pdn.png
Scale bar: 20 um. Pins as bars on the die edge.
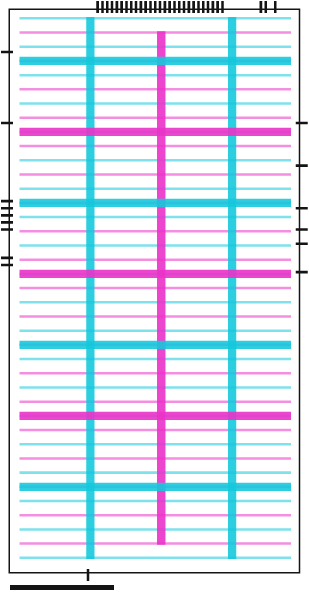
cell_classes.png
Scale bar: 20 um.
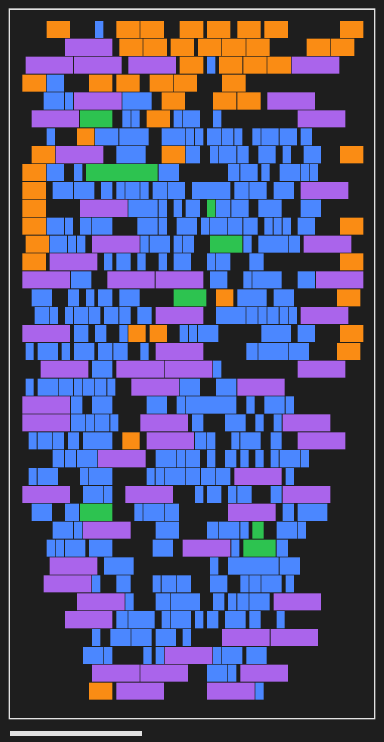
clock_map.png
Scale bar: 20 um.
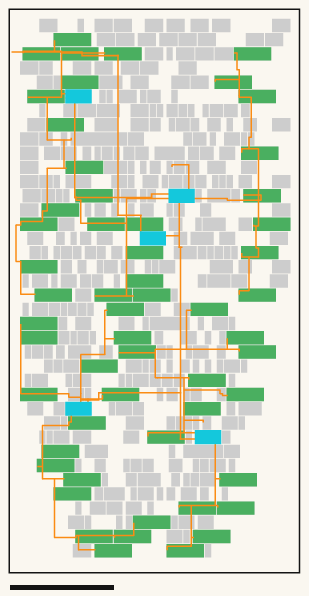
<file path="config.mk">
export PLATFORM = sky130hd
export DESIGN_NAME = disp_scan_flat
export DESIGN_NICKNAME = d
export VERILOG_FILES = /design/src/rtl/disp_pkg.sv /design/src/rtl/disp_scan_if.sv /design/src/rtl/disp_seg_dec.sv /design/src/rtl/disp_scan.sv /design/src/flat_wrapper.sv
export SDC_FILE = /design/constraint.sdc
export NUM_CORES = 1
export LEC_CHECK = 0
export CORE_ASPECT_RATIO = 2
export CORE_MARGIN = 1.5
export CORE_UTILIZATION = 53
export DETAILED_ROUTE_END_ITERATION = 16
export PLACE_DENSITY = 0.79
export SLEW_MARGIN = 40
export SYNTH_ARGS = -nofsm -noshare
export SYNTH_HDL_FRONTEND = slang
export SYNTH_SLANG_ARGS = --single-unit
</file>
<file path="constraint.sdc">
create_clock -name clk -period 3.1 [get_ports clk]
set_input_delay 0.31 -clock clk [delete_from_list [all_inputs] [get_ports clk]]
set_output_delay 0.31 -clock clk [all_outputs]
set_load 0.05 [all_outputs]
</file>
<file path="src/rtl/disp_pkg.sv">
// Shared constants and the hex-to-7-segment decode for the display scanner.
// Segment codes are active-low: bit7 = dp, bits6:0 = g..a.
package disp_pkg;

    localparam logic [7:0] SEG_BLANK = 8'hFF;

    localparam logic [7:0] SEG_0 = 8'hC0;
    localparam logic [7:0] SEG_1 = 8'hF9;
    localparam logic [7:0] SEG_2 = 8'hA4;
    localparam logic [7:0] SEG_3 = 8'hB0;
    localparam logic [7:0] SEG_4 = 8'h99;
    localparam logic [7:0] SEG_5 = 8'h92;
    localparam logic [7:0] SEG_6 = 8'h82;
    localparam logic [7:0] SEG_7 = 8'hF8;
    localparam logic [7:0] SEG_8 = 8'h80;
    localparam logic [7:0] SEG_9 = 8'h90;
    localparam logic [7:0] SEG_A = 8'h88;
    localparam logic [7:0] SEG_B = 8'h83;
    localparam logic [7:0] SEG_C = 8'hC6;
    localparam logic [7:0] SEG_D = 8'hA1;
    localparam logic [7:0] SEG_E = 8'h86;
    localparam logic [7:0] SEG_F = 8'h8E;

    // Decode one nibble; dp = 1 lights the decimal point (drives bit7 low).
    function automatic logic [7:0] hex_to_seg(input logic [3:0] nibble, input logic dp);
        logic [7:0] s;
        s = SEG_BLANK;
        case (nibble)
            4'h0: s = SEG_0;
            4'h1: s = SEG_1;
            4'h2: s = SEG_2;
            4'h3: s = SEG_3;
            4'h4: s = SEG_4;
            4'h5: s = SEG_5;
            4'h6: s = SEG_6;
            4'h7: s = SEG_7;
            4'h8: s = SEG_8;
            4'h9: s = SEG_9;
            4'hA: s = SEG_A;
            4'hB: s = SEG_B;
            4'hC: s = SEG_C;
            4'hD: s = SEG_D;
            4'hE: s = SEG_E;
            4'hF: s = SEG_F;
            default: s = SEG_BLANK;
        endcase
        s[7] = ~dp;
        return s;
    endfunction

endpackage

</file>
<file path="src/rtl/disp_scan_if.sv">
// Display content/control bundle from the time-keeping datapath to the scanner.
// Plain level signals, no handshake: the scanner samples every field on every
// clock edge, so a change is visible on the next edge.
interface disp_scan_if #(
    parameter int NUM_DIGITS = 4
);
    logic                      en;
    logic [4*NUM_DIGITS-1:0]   hex_in;
    logic [NUM_DIGITS-1:0]     dp_in;
    logic [NUM_DIGITS-1:0]     blank_in;
    logic [NUM_DIGITS-1:0]     blink_mask;
    logic                      lz_en;

    modport master (
        output en, hex_in, dp_in, blank_in, blink_mask, lz_en
    );

    modport slave (
        input en, hex_in, dp_in, blank_in, blink_mask, lz_en
    );
endinterface

</file>
<file path="src/rtl/disp_seg_dec.sv">
// Combinational segment decoder for the currently selected digit; dark forces
// every segment (including dp) off.
import disp_pkg::*;

module disp_seg_dec (
    input  logic [3:0] i_hex,
    input  logic       i_dp,
    input  logic       i_dark,
    output logic [7:0] o_seg
);

    // Dark overrides the decoded pattern.
    always_comb begin
        o_seg = SEG_BLANK;
        if (!i_dark) begin
            o_seg = hex_to_seg(i_hex, i_dp);
        end
    end

endmodule

</file>
<file path="src/rtl/disp_scan.sv">
// Time-multiplexed N-digit common-anode 7-segment driver. One digit owns each
// refresh slot; the first GUARD_CYCLES of a slot keep all anodes off so the
// previous digit's pattern does not ghost onto the next anode. Outputs are
// registered and reflect the slot/digit state of the previous cycle.
import disp_pkg::*;

module disp_scan #(
    parameter  int NUM_DIGITS   = 4,
    parameter  int REFRESH_DIV  = 50000,
    parameter  int GUARD_CYCLES = 2,
    parameter  int BLINK_DIV    = 25000000,
    localparam int IDX_W        = (NUM_DIGITS  > 1) ? $clog2(NUM_DIGITS)  : 1
) (
    input  logic                  clk,
    input  logic                  rst,
    disp_scan_if.slave            bus,
    output logic [7:0]            seg,
    output logic [NUM_DIGITS-1:0] an,
    output logic [IDX_W-1:0]      digit_idx
);

    localparam int CNT_W = (REFRESH_DIV > 1) ? $clog2(REFRESH_DIV) : 1;
    localparam int BLK_W = (BLINK_DIV   > 1) ? $clog2(BLINK_DIV)   : 1;

    logic [CNT_W-1:0]      r_cnt;
    logic [IDX_W-1:0]      r_digit_idx;
    logic [BLK_W-1:0]      r_blink_cnt;
    logic                  r_blink_ph;
    logic [7:0]            r_seg;
    logic [NUM_DIGITS-1:0] r_an;

    logic [3:0]            w_nib;
    logic                  w_dp;
    logic                  w_blank;
    logic                  w_blink;
    logic                  w_lz;
    logic [NUM_DIGITS-1:0] w_lz_mask;
    logic [NUM_DIGITS-1:0] w_an_sel;
    logic                  w_guard;
    logic                  w_dark;
    logic [7:0]            w_dec_seg;

    // Leading-zero mask: digit i is suppressed when it and every digit above it
    // are zero with no decimal point; digit 0 always stays lit.
    always_comb begin
        logic v_run;
        v_run     = 1'b1;
        w_lz_mask = '0;
        for (int i = NUM_DIGITS - 1; i >= 1; i--) begin
            v_run        = v_run & (bus.hex_in[4*i +: 4] == 4'h0) & ~bus.dp_in[i];
            w_lz_mask[i] = bus.lz_en & v_run;
        end
    end

    // Select the fields of the digit owning the current slot, and its anode.
    always_comb begin
        w_nib    = 4'h0;
        w_dp     = 1'b0;
        w_blank  = 1'b0;
        w_blink  = 1'b0;
        w_lz     = 1'b0;
        w_an_sel = '1;
        for (int i = 0; i < NUM_DIGITS; i++) begin
            if (r_digit_idx == IDX_W'(i)) begin
                w_nib       = bus.hex_in[4*i +: 4];
                w_dp        = bus.dp_in[i];
                w_blank     = bus.blank_in[i];
                w_blink     = bus.blink_mask[i];
                w_lz        = w_lz_mask[i];
                w_an_sel[i] = 1'b0;
            end
        end
    end

    assign w_guard = int'(r_cnt) < GUARD_CYCLES;
    assign w_dark  = w_blank | (w_blink & r_blink_ph) | w_lz;

    disp_seg_dec u_dec (
        .i_hex  (w_nib),
        .i_dp   (w_dp),
        .i_dark (w_dark),
        .o_seg  (w_dec_seg)
    );

    // Slot counter with digit advance, and free-running blink counter; both freeze while disabled.
    always_ff @(posedge clk) begin
        if (rst) begin
            r_cnt       <= '0;
            r_digit_idx <= '0;
            r_blink_cnt <= '0;
            r_blink_ph  <= 1'b0;
        end else if (bus.en) begin
            if (r_cnt == CNT_W'(REFRESH_DIV - 1)) begin
                r_cnt <= '0;
                if (r_digit_idx == IDX_W'(NUM_DIGITS - 1)) begin
                    r_digit_idx <= '0;
                end else begin
                    r_digit_idx <= r_digit_idx + 1'b1;
                end
            end else begin
                r_cnt <= r_cnt + 1'b1;
            end

            if (r_blink_cnt == BLK_W'(BLINK_DIV - 1)) begin
                r_blink_cnt <= '0;
                r_blink_ph  <= ~r_blink_ph;
            end else begin
                r_blink_cnt <= r_blink_cnt + 1'b1;
            end
        end
    end

    // Registered pin drive: disable and guard force everything dark.
    always_ff @(posedge clk) begin
        if (rst) begin
            r_seg <= SEG_BLANK;
            r_an  <= '1;
        end else if (!bus.en || w_guard) begin
            r_seg <= SEG_BLANK;
            r_an  <= '1;
        end else begin
            r_seg <= w_dec_seg;
            r_an  <= w_an_sel;
        end
    end

    assign seg       = r_seg;
    assign an        = r_an;
    assign digit_idx = r_digit_idx;

endmodule

</file>
<file path="src/flat_wrapper.sv">
// flat-port wrapper written by rule: the top's interface ports become plain ports
module disp_scan_flat 
#(
    parameter  int NUM_DIGITS   = 4,
    parameter  int REFRESH_DIV  = 50000,
    parameter  int GUARD_CYCLES = 2,
    parameter  int BLINK_DIV    = 25000000,
    localparam int IDX_W        = (NUM_DIGITS  > 1) ? $clog2(NUM_DIGITS)  : 1
)
  (clk, rst, seg, an, digit_idx, bus_en, bus_hex_in, bus_dp_in, bus_blank_in, bus_blink_mask, bus_lz_en);
  disp_scan_if #(.NUM_DIGITS(NUM_DIGITS)) bus_i ();
  input  logic clk;
  input  logic rst;
  output logic [7:0] seg;
  output logic [NUM_DIGITS-1:0] an;
  output logic [IDX_W-1:0] digit_idx;
  input wire logic [$bits(bus_i.en)-1:0] bus_en;
  input wire logic [$bits(bus_i.hex_in)-1:0] bus_hex_in;
  input wire logic [$bits(bus_i.dp_in)-1:0] bus_dp_in;
  input wire logic [$bits(bus_i.blank_in)-1:0] bus_blank_in;
  input wire logic [$bits(bus_i.blink_mask)-1:0] bus_blink_mask;
  input wire logic [$bits(bus_i.lz_en)-1:0] bus_lz_en;
  assign bus_i.en = bus_en;
  assign bus_i.hex_in = bus_hex_in;
  assign bus_i.dp_in = bus_dp_in;
  assign bus_i.blank_in = bus_blank_in;
  assign bus_i.blink_mask = bus_blink_mask;
  assign bus_i.lz_en = bus_lz_en;
  disp_scan #(.NUM_DIGITS(NUM_DIGITS), .REFRESH_DIV(REFRESH_DIV), .GUARD_CYCLES(GUARD_CYCLES), .BLINK_DIV(BLINK_DIV)) u_core (.clk(clk), .rst(rst), .bus(bus_i), .seg(seg), .an(an), .digit_idx(digit_idx));
endmodule
</file>
==> flow_summary.json <==
{
  "synth.distinct_cells": 52,
  "hold_class": "reg2reg",
  "synth_top_cell_by_area": "dfxtp_1",
  "grt_max_degree": 25,
  "via_count": 2621,
  "synthAdderAreaFrac_pct": 5.17,
  "yosys_area_mm2": 0.00290,
  "setup_tns_ns": 0,
  "period_minus_slack_ns": 2.59,
  "antenna_found_initial": 0,
  "finalCritPeriodShare_pct": 83.7,
  "rr_worst_depth": 10,
  "firstDrtPassIters": 4,
  "drv_cap": 0,
  "cts_buffers": 5,
  "cts_setup_buffers": 0,
  "clockRootBuffer": "clkbuf_8",
  "mappedNetlistArea_mm2": 0.00290,
  "grt_pass1_vias": 2568,
  "finalHoldWorstSlack_ns": 0.529,
  "simple_gate_share_pct": 29.7,
  "clkLatencyLatePin_ns": 0.32,
  "top_cell": "nor2_1",
  "logic_family": "simple AND/OR/NAND/NOR gates",
  "final_layout_size_suffix_gt1_share_pct": 5.43,
  "synthAoiAreaFrac_pct": 9.35,
  "floorplan.nets": 381,
  "r2r-end": "u_core.seg[6]",
  "cts_hold_buf": 0,
  "synthXorXnorAreaFrac_pct": 12.1,
  "final_antenna_net_count": 0,
  "ys_warn_count": 0,
  "drc_errors": 0,
  "die_area_mm2": 0.00596,
  "totalWireLength_um": 6810,
  "wl_per_cell_um": 15.2,
  "critPathArrivalTime_ns": 2.80,
  "postSynthSeqShare_pct": 38.6,
  "status": "finished, final reports clean",
  "max_freq_mhz": 386,
  "grt_first_pass_wirelength_um": 11000,
  "crit_required_ns": 3.31,
  "reg2reg_from": "u_core.digit_idx[0]",
  "warnings": 34,
  "power_mw": 1.34,
  "drtIter0Drc": 62,
  "leakagePower_nw": 1.28,
  "gp_congestion": 0.928,
  "ys.flops": 56,
  "clk_pin_slew_ns": 0.10,
  "cts_tree": "done",
  "cp-startpoint": "u_core.digit_idx[0]",
  "edf_count": 0,
  "mux_share_pct": 1.38,
  "synthArstFlopShare_pct": 0,
  "gr-total-overflow": 0,
  "synth.area.top_cells": "dfxtp_1, xnor2_1, nor2_1",
  "rsz0062_at_grt": "no",
  "initial_utilization_pct": 54.1,
  "cp-start-kind": "flop",
  "area_growth_pct": 20.9,
  "syn_avg_cell_area_um2": 8.62,
  "nets": 430,
  "finalSetupViolCount": 0,
  "post_cts_resized": 0,
  "grt_usage_pct": 23.2,
  "tightest_slew_ns": 0.573,
  "synthTopCellsByCount": "nor2_1, dfxtp_1, nand2_1, xnor2_1, nor3_1",
  "path_class": "reg2reg",
  "cp-end-kind": "flop",
  "finalHoldViolCount": 0,
  "critPathCapture": "u_core.seg[6]",
  "slew_viol_final": 0,
  "slew_headroom_pct": 61.8,
  "ioPinCount": 46,
  "htree_num_levels": 2,
  "dp_hpwl_um": 5200
}
Notes on pdn.png above:
[magenta] VDD
[cyan] VSS
signal pins: 46
met4 straps: 3
rows: 38
met5 straps: 7
Die Span Y: 108 um
Die Wd: 55.3 um
core footprint: 0.00537 mm2
maximum VDD drop: 0.404 mV

Notes on cell_classes.png above:
[orange] other buffers and delay cells | cells: 50 | share of their area: 14%
[blue] all other logic | cells: 273 | share of their area: 50%
[green] clock drivers and dummy loads | cells: 8 | share of their area: 3.1%
[purple] flip-flops | cells: 56 | share of their area: 33%
Post-Layout Inst Area: 0.00351 mm2
fin util: 65.3%
Std-Cell Rows: 38

Notes on clock_map.png above:
[green] flip-flops | count: 56
[orange] clock wires | length: 665 um
[cyan] cells driving clock nets | count: 5
routed clock nets: 6
Clk. pwr: 0.479 mW
worst clock skew: 0.0116 ns

stage by stage:
stage,std cells,setup WS (ns),cell area (um2)
after CTS,447,0.517,3510
after global placement,439,0.633,3400
after global routing,447,0.295,3510
after floorplan,337,0.393,2900
final,447,0.506,3510
after detailed placement,439,0.519,3400
cells by family after synthesis:
kind of cell | Yosys count
simple gates | 170
flops | 56
xor+xnor | 40
compound gates | 35
buf+inv | 20
fa+ha+maj | 12
mux | 4
worst max-delay path: stages (launching register included):
cell	delay, ns
dfxtp_1	0.42
inv_1	0.09
ha_1	0.29
nor2_1	0.28
o211ai_1	0.15
o211ai_1	0.28
inv_1	0.16
ha_1	0.26
nor3_1	0.30
a211oi_1	0.08
nand3b_1	0.17
per-layer routing:
metal  track usage, %  share of wire (%)
met5                0                  0
met4             14.8                4.2
met3             4.33                2.6
met2             44.9                 56
met1             21.3                 37
state kept, by name, summed over array words and instances (netlist names):
name,flops
u_core.r_blink_cnt,25
u_core.r_blink_ph,1
u_core.seg,8
u_core.digit_idx,2
u_core.r_cnt,16
u_core.an,4
cells in the final DEF (no fill, tap or decap), drive strengths merged, types with 3 or more instances in the layout:
cell	count
inv	12
ha	12
a211oi	3
dfxtp	56
clkbuf	6
buf	5
clkdlybuf4s50	45
and4	4
nand3	15
nand2b	5
nand4	11
o211ai	6
nor2	57
xor2	15
a21o	3
and3	5
xnor2	25
nand2	34
nor3	16
mux2i	4
o21ai	3
a221oi	3
nor4	12
worst min-delay path by stage:
stage | start | endpoint | slack, ns | depth (start not counted)
after floorplan | rst | u_core.digit_idx[0] | 0.38 | 1
after global placement | u_core.r_blink_cnt[1] | u_core.r_blink_cnt[1] | 0.49 | 2
after detailed placement | u_core.r_blink_cnt[1] | u_core.r_blink_cnt[1] | 0.52 | 2
after CTS | u_core.digit_idx[0] | u_core.digit_idx[0] | 0.53 | 2
after global routing | u_core.digit_idx[0] | u_core.digit_idx[0] | 0.56 | 2
final | u_core.digit_idx[0] | u_core.digit_idx[0] | 0.53 | 2
power by group:
group / internal (mW) / leakage [nW] / switching, mW
sequential: 0.726 / 0.452 / 0.00703
combinational: 0.0662 / 0.771 / 0.0623
clock: 0.240 / 0.0552 / 0.239
total: 1.03 / 1.28 / 0.308
cell type report:
cell class / count / area, um2
fill: 453 / 1860
multi-input combinational: 261 / 1670
sequential: 56 / 1120
timing repair buffer: 50 / 488
tap: 60 / 75.1
clock buffer: 6 / 72.6
inverter: 12 / 45.0
clock inverter: 2 / 35.0
Power and IR drop assume default switching activity.
